sizes.png
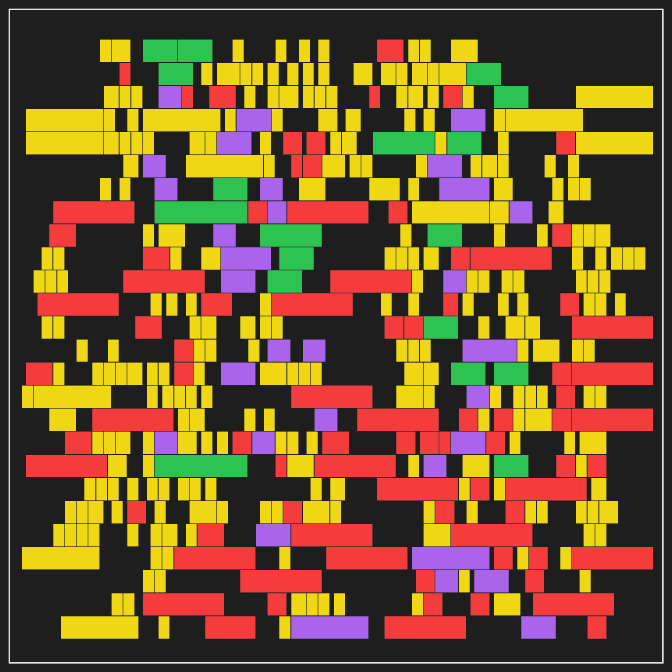
placement.png
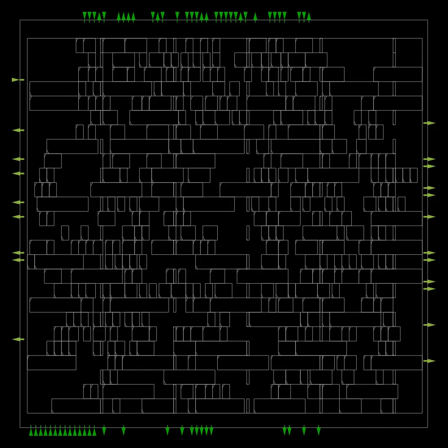
clk_routes.png
The bar under the picture is 20 µm long.
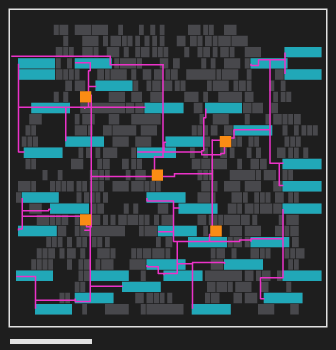
==> src/rtl/pipe_ctrl_gen.sv <==
// pipe_ctrl_gen: control generator for a STAGES-deep in-order pipeline.
// Tracks which stages hold valid instructions, drives the per-stage IR load
// strobes, resolves conditional branches in EXEC with a squash of the
// younger stages, detects WB->EXEC operand hazards for forwarding, latches a
// sticky done when a stop retires, and counts run/stall cycles.
//
// Ports:
//   clock, reset          rising-edge clock, asynchronous active-high reset
//   N, Z                  ALU flags for the instruction in EXEC
//   mem_busy              memory not ready; freezes the pipeline this cycle
//   ir_bus[8*STAGES]      byte k = instruction register of stage k+1
//   ir_load[STAGES]       bit k loads the IR of stage k+1
//   en[STAGES]            bit k = stage k+1 holds a valid instruction
//   branch                taken branch in EXEC (flush request)
//   bypass_a, bypass_b    forward the WB result to ALU operand A / B
//   done                  a valid stop has retired (sticky until reset)
//   cycle_cnt, stall_cnt  saturating run / stall cycle counters
module pipe_ctrl_gen #(
  parameter int unsigned STAGES = 4,
  parameter int unsigned CNT_W  = 16
) (
  input  logic                  clock,
  input  logic                  reset,
  input  logic                  N,
  input  logic                  Z,
  input  logic                  mem_busy,
  input  logic [8*STAGES-1:0]   ir_bus,
  output logic [STAGES-1:0]     ir_load,
  output logic [STAGES-1:0]     en,
  output logic                  branch,
  output logic                  bypass_a,
  output logic                  bypass_b,
  output logic                  done,
  output logic [CNT_W-1:0]      cycle_cnt,
  output logic [CNT_W-1:0]      stall_cnt
);

  localparam logic [3:0] OP_LOAD  = 4'd0;
  localparam logic [3:0] OP_STOP  = 4'd1;
  localparam logic [3:0] OP_STORE = 4'd2;
  localparam logic [3:0] OP_ADD   = 4'd4;
  localparam logic [3:0] OP_BZ    = 4'd5;
  localparam logic [3:0] OP_SUB   = 4'd6;
  localparam logic [3:0] OP_NAND  = 4'd8;
  localparam logic [3:0] OP_BNZ   = 4'd9;
  localparam logic [3:0] OP_BPZ   = 4'd13;
  // These two decode on the low three bits only.
  localparam logic [2:0] OP_SHIFT = 3'd3;
  localparam logic [2:0] OP_ORI   = 3'd7;

  logic [7:0]        ir1, ir_ex, ir_wb;
  logic [STAGES-1:0] v;
  logic              adv, ir1_stop, taken, v0_next;
  logic              wb_ori, wb_alu, wb_wr;
  logic [1:0]        wb_reg;
  logic              ex_a_user, ex_b_user, ex_ori;
  logic              unused_ir;

  assign ir1   = ir_bus[7:0];
  assign ir_ex = ir_bus[8*(STAGES-2) +: 8];
  assign ir_wb = ir_bus[8*(STAGES-1) +: 8];

  // Middle-stage IRs and some operand fields are never decoded here.
  assign unused_ir = ^ir_bus;

  assign adv      = !mem_busy && !done;
  assign ir1_stop = (ir1[3:0] == OP_STOP);
  assign v0_next  = !ir1_stop || branch;

  // Stage 1 is always live until done; later stages follow the valid chain.
  always_comb begin
    en = '0;
    if (!done) en = {v[STAGES-1:1], 1'b1};
  end

  // A stop in IR1 stops fetching: IR1 holds while bubbles flow behind it.
  assign ir_load = {{(STAGES-1){adv}}, adv && v0_next};

  always_comb begin
    taken = 1'b0;
    case (ir_ex[3:0])
      OP_BPZ:  taken = !N;
      OP_BNZ:  taken = !Z;
      OP_BZ:   taken = Z;
      default: taken = 1'b0;
    endcase
  end

  // Gating with !mem_busy defers a taken branch until the stall clears.
  assign branch = en[STAGES-2] && !mem_busy && taken;

  assign wb_ori = (ir_wb[2:0] == OP_ORI);
  assign wb_alu = (ir_wb[2:0] == OP_SHIFT) || (ir_wb[3:0] == OP_ADD) ||
                  (ir_wb[3:0] == OP_SUB)   || (ir_wb[3:0] == OP_NAND);
  assign wb_wr  = en[STAGES-1] && (wb_ori || wb_alu);
  assign wb_reg = wb_ori ? 2'd1 : ir_wb[7:6];

  assign ex_ori    = (ir_ex[2:0] == OP_ORI);
  assign ex_a_user = (ir_ex[2:0] == OP_SHIFT) || (ir_ex[3:0] == OP_ADD) ||
                     (ir_ex[3:0] == OP_SUB)   || (ir_ex[3:0] == OP_NAND) ||
                     (ir_ex[3:0] == OP_LOAD);
  assign ex_b_user = (ir_ex[3:0] == OP_ADD)  || (ir_ex[3:0] == OP_SUB) ||
                     (ir_ex[3:0] == OP_NAND) || (ir_ex[3:0] == OP_LOAD) ||
                     (ir_ex[3:0] == OP_STORE);

  // ori reads r1 implicitly as its A operand.
  assign bypass_a = en[STAGES-2] && wb_wr &&
                    ((ex_a_user && (ir_ex[7:6] == wb_reg)) ||
                     (ex_ori && (wb_reg == 2'd1)));
  assign bypass_b = en[STAGES-2] && wb_wr && ex_b_user &&
                    (ir_ex[5:4] == wb_reg);

  // A branch squashes the younger stages; the branch itself moves on to WB.
  always_ff @(posedge clock or posedge reset) begin
    if (reset) begin
      v <= '0;
    end else if (adv) begin
      v[0] <= v0_next;
      for (int unsigned k = 1; k < STAGES - 1; k++) begin
        v[k] <= branch ? 1'b0 : v[k-1];
      end
      v[STAGES-1] <= branch || v[STAGES-2];
    end
  end

  always_ff @(posedge clock or posedge reset) begin
    if (reset) begin
      done <= 1'b0;
    end else if (en[STAGES-1] && (ir_wb[3:0] == OP_STOP)) begin
      done <= 1'b1;
    end
  end

  always_ff @(posedge clock or posedge reset) begin
    if (reset) begin
      cycle_cnt <= '0;
      stall_cnt <= '0;
    end else if (!done) begin
      if (cycle_cnt != '1) cycle_cnt <= cycle_cnt + CNT_W'(1);
      if (mem_busy && (stall_cnt != '1)) stall_cnt <= stall_cnt + CNT_W'(1);
    end
  end

endmodule
==> config.mk <==
export PLATFORM = sky130hd
export DESIGN_NAME = pipe_ctrl_gen
export DESIGN_NICKNAME = d
export VERILOG_FILES = /design/src/rtl/pipe_ctrl_gen.sv
export SDC_FILE = /design/constraint.sdc
export NUM_CORES = 1
export LEC_CHECK = 0
export ABC_AREA = 1
export CAP_MARGIN = 20
export CORE_UTILIZATION = 45
export CTS_BUF_LIST = sky130_fd_sc_hd__clkbuf_4
export DETAILED_ROUTE_END_ITERATION = 12
export DONT_BUFFER_PORTS = 1
export GPL_TIMING_DRIVEN = 0
export PLACE_DENSITY_LB_ADDON = 0.05
export SETUP_SLACK_MARGIN = 0.15
export SLEW_MARGIN = 20
export SYNTH_ARGS = -nofsm -noshare
export SYNTH_HDL_FRONTEND = slang
export SYNTH_SLANG_ARGS = --single-unit
==> constraint.sdc <==
create_clock -name clock -period 1.7 [get_ports clock]
set_clock_uncertainty 0.05 [all_clocks]
set_input_delay 0.34 -clock clock [delete_from_list [all_inputs] [get_ports clock]]
set_output_delay 0.34 -clock clock [all_outputs]
set_load 0.01 [all_outputs]
==> flow_summary_export.csv <==
group,metric,value,unit
detailed_routing,detail_route.first_pass.iterations,4,
final_layout,ff_count,37,
synth,number_of_enable_flip_flop_cells,0,
grt,grt_first_pass_wirelength,10.1,mm
detailed_routing,vias,2373,
final_layout,layout.core_utilization,59.6,%
critical_path,crit_fanout,6,
synth,synth_stat.cells,375,
status,run_status,"finished with violations",
critical_path,critical_path_arrival,1.57,ns
critical_path,worst-r2r-setup-slack,0.11,ns
synth,yosys_area,0.00252,mm²
pwr,combPwrFrac,3.9,%
final_timing,achievable-frequency,510,MHz
synth,synth_seq_share,36.7,%
pwr,pg_seq,0.887,mW
critical_path,crit_path_start,"done$_DFFE_PP0P_",
floorplan,die_w,76.9,µm
final_layout,logic_area,0.00153,mm²
clock_tree,numClockSinks,37,
detailed_routing,drt-vias-per-instance,5.02,
clock_tree,cts_hold_buffers,1,
synth,synth_area,0.00252,mm²
synth,postSynthRegisterBits,37,
grt,maximum_number_of_pins_on_one_net_before_global_route_repair,31,
floorplan,chipArea,0.00591,mm²
clock_tree,cts_tree,"done",
synth,yosysWarnings,0,
placed_design,post_dp_cell_area,0.00265,mm²
placed_design,detailedPlace.worstSlack,-0.0285,ns
synth,netlist_top_cells_area,"sky130_fd_sc_hd__dfrtp_1 (37%), sky130_fd_sc_hd__nand2_1 (25%), sky130_fd_sc_hd__inv_1 (6.7%), sky130_fd_sc_hd__nor2_1 (5.9%), sky130_fd_sc_hd__xor2_1 (3.1%)",
clock_tree,post_cts_resized,29,
detailed_routing,detail_route.drc_violations,0,
final_timing,fin_setup_tns,-0.819,ns
final_timing,period_needed,1.96,ns
final_timing,setup_viol,4,
clock_tree,cts_made_buffers,5,
placed_design,detailed_place_hpwl,4.30,mm
final_timing,finalMaxSlewViolations,0,
grt,grt_antenna_before_repair,0,
final_layout,layout.filler_cells,507,
final_layout,num-nets-final,441,
final_timing,worst_hold_slack_across_all_endpoints,0.0235,ns
placed_design,portBuffers,0,
clock_tree,h-tree-depth,2,
status,violations_in_the_final_reports,"negative setup slack",
pwr,p_sw_share,21.1,%
final_layout,n_multi_input_combinational_cell,285,
critical_path,critPathCapture,"bypass_b",
final_layout,num-clock-buffers,5,
detailed_routing,route.final.wire_length,6.18,mm
pwr,power.share.sequential,51.3,%
pwr,power.group.top,"registers",
final_timing,hold_violations,0,
job,number_of_warnings_in_the_stage_logs,43,
synth,synth_async_sr_flop_share,100,%
pwr,total_switching_power,0.365,mW
critical_path,crit_required,1.31,ns
detailed_routing,per_cell_routed_wire_length,13.1,µm
final_timing,worstMarginPinSlew,0.303,ns
final_layout,final_layout_size_suffix_gt1_share,32.5,%
min_path,hold_path_end,"done$_DFFE_PP0P_",
final_layout,inverters,46,
pwr,cell_internal_pwr,1.36,mW
final_timing,setup_ws,-0.262,ns
synth,synth_top_flop_cell,"sky130_fd_sc_hd__dfrtp_1",
pwr,pnr_total_power,1.73,mW
synth,synth_top_cell_by_count,"sky130_fd_sc_hd__nand2_1",
critical_path,timing_worst_setup_path_type,"flop to output pin",
final_timing,unrepaired_setup_endpoints_after_global_routing,"true",
min_path,worst_hold_path.num_cells,1,
placed_design,routabilityCongestion,0.793,
floorplan,initial_core_util,47.9,%
min_path,hold_path_startpoint,"ir_bus[27]",
final_layout,seqCellArea,958,µm²
final_layout,layout.cells.most_common,"sky130_fd_sc_hd__nand2_1",
critical_path,timing.critical_path.to_type,"output pin",
About sizes.png:
| size | colour | cells |
|---|---|---|
| _2 cells | red | 82 |
| _0 and _1 cells | yellow | 272 |
| _6 and larger | green | 18 |
| _3 and _4 cells | purple | 31 |
final non-filler cell area: 0.00314 mm²
area growth from synthesis to final layout: 24.4%
Buffers, non-clock: 27
final worst setup slack: -0.262 ns

About placement.png:
placement row count: 26
register share of the cell area: 30.5%
non-filler cells in the finished layout: 473
floorplan core area: 0.00527 mm²
Well-Tap Cells: 70

About clk_routes.png:
[clock drivers] orange | count: 5
[clock wires] magenta | length: 552 µm
[flip-flops] cyan | count: 37
flops lie: spread over the die
routed clock nets: 6
clock group power: 0.774 mW
worst skew pair latency: 0.36 ns
clock network power share: 44.8%

==> cells by family after synthesis <==
logic type,synth area share [%]
compound gates,7.14
xor+xnor,5.85
fa+ha+maj,0.991
buf+inv,9.51
flops,36.7
simple gates,39.8
==> critical path, stage by stage (launching register included) <==
cell and delay, ns:
sky130_fd_sc_hd__dfrtp_2 0.51, sky130_fd_sc_hd__inv_4 0.14, sky130_fd_sc_hd__nand2_2 0.06, sky130_fd_sc_hd__inv_2 0.08, sky130_fd_sc_hd__nand2_2 0.05, sky130_fd_sc_hd__nor2_2 0.09
sky130_fd_sc_hd__nand4_1 0.13, sky130_fd_sc_hd__nor2_2 0.17
==> layer usage <==
metal  global-route usage (%)  wire [µm]
met4                     8.65         97
met3                     5.36        225
met2                     38.3       3240
met5                        0          0
met1                     24.5       2610
Power figures rest on the tool's default switching activity, not on a simulated workload.
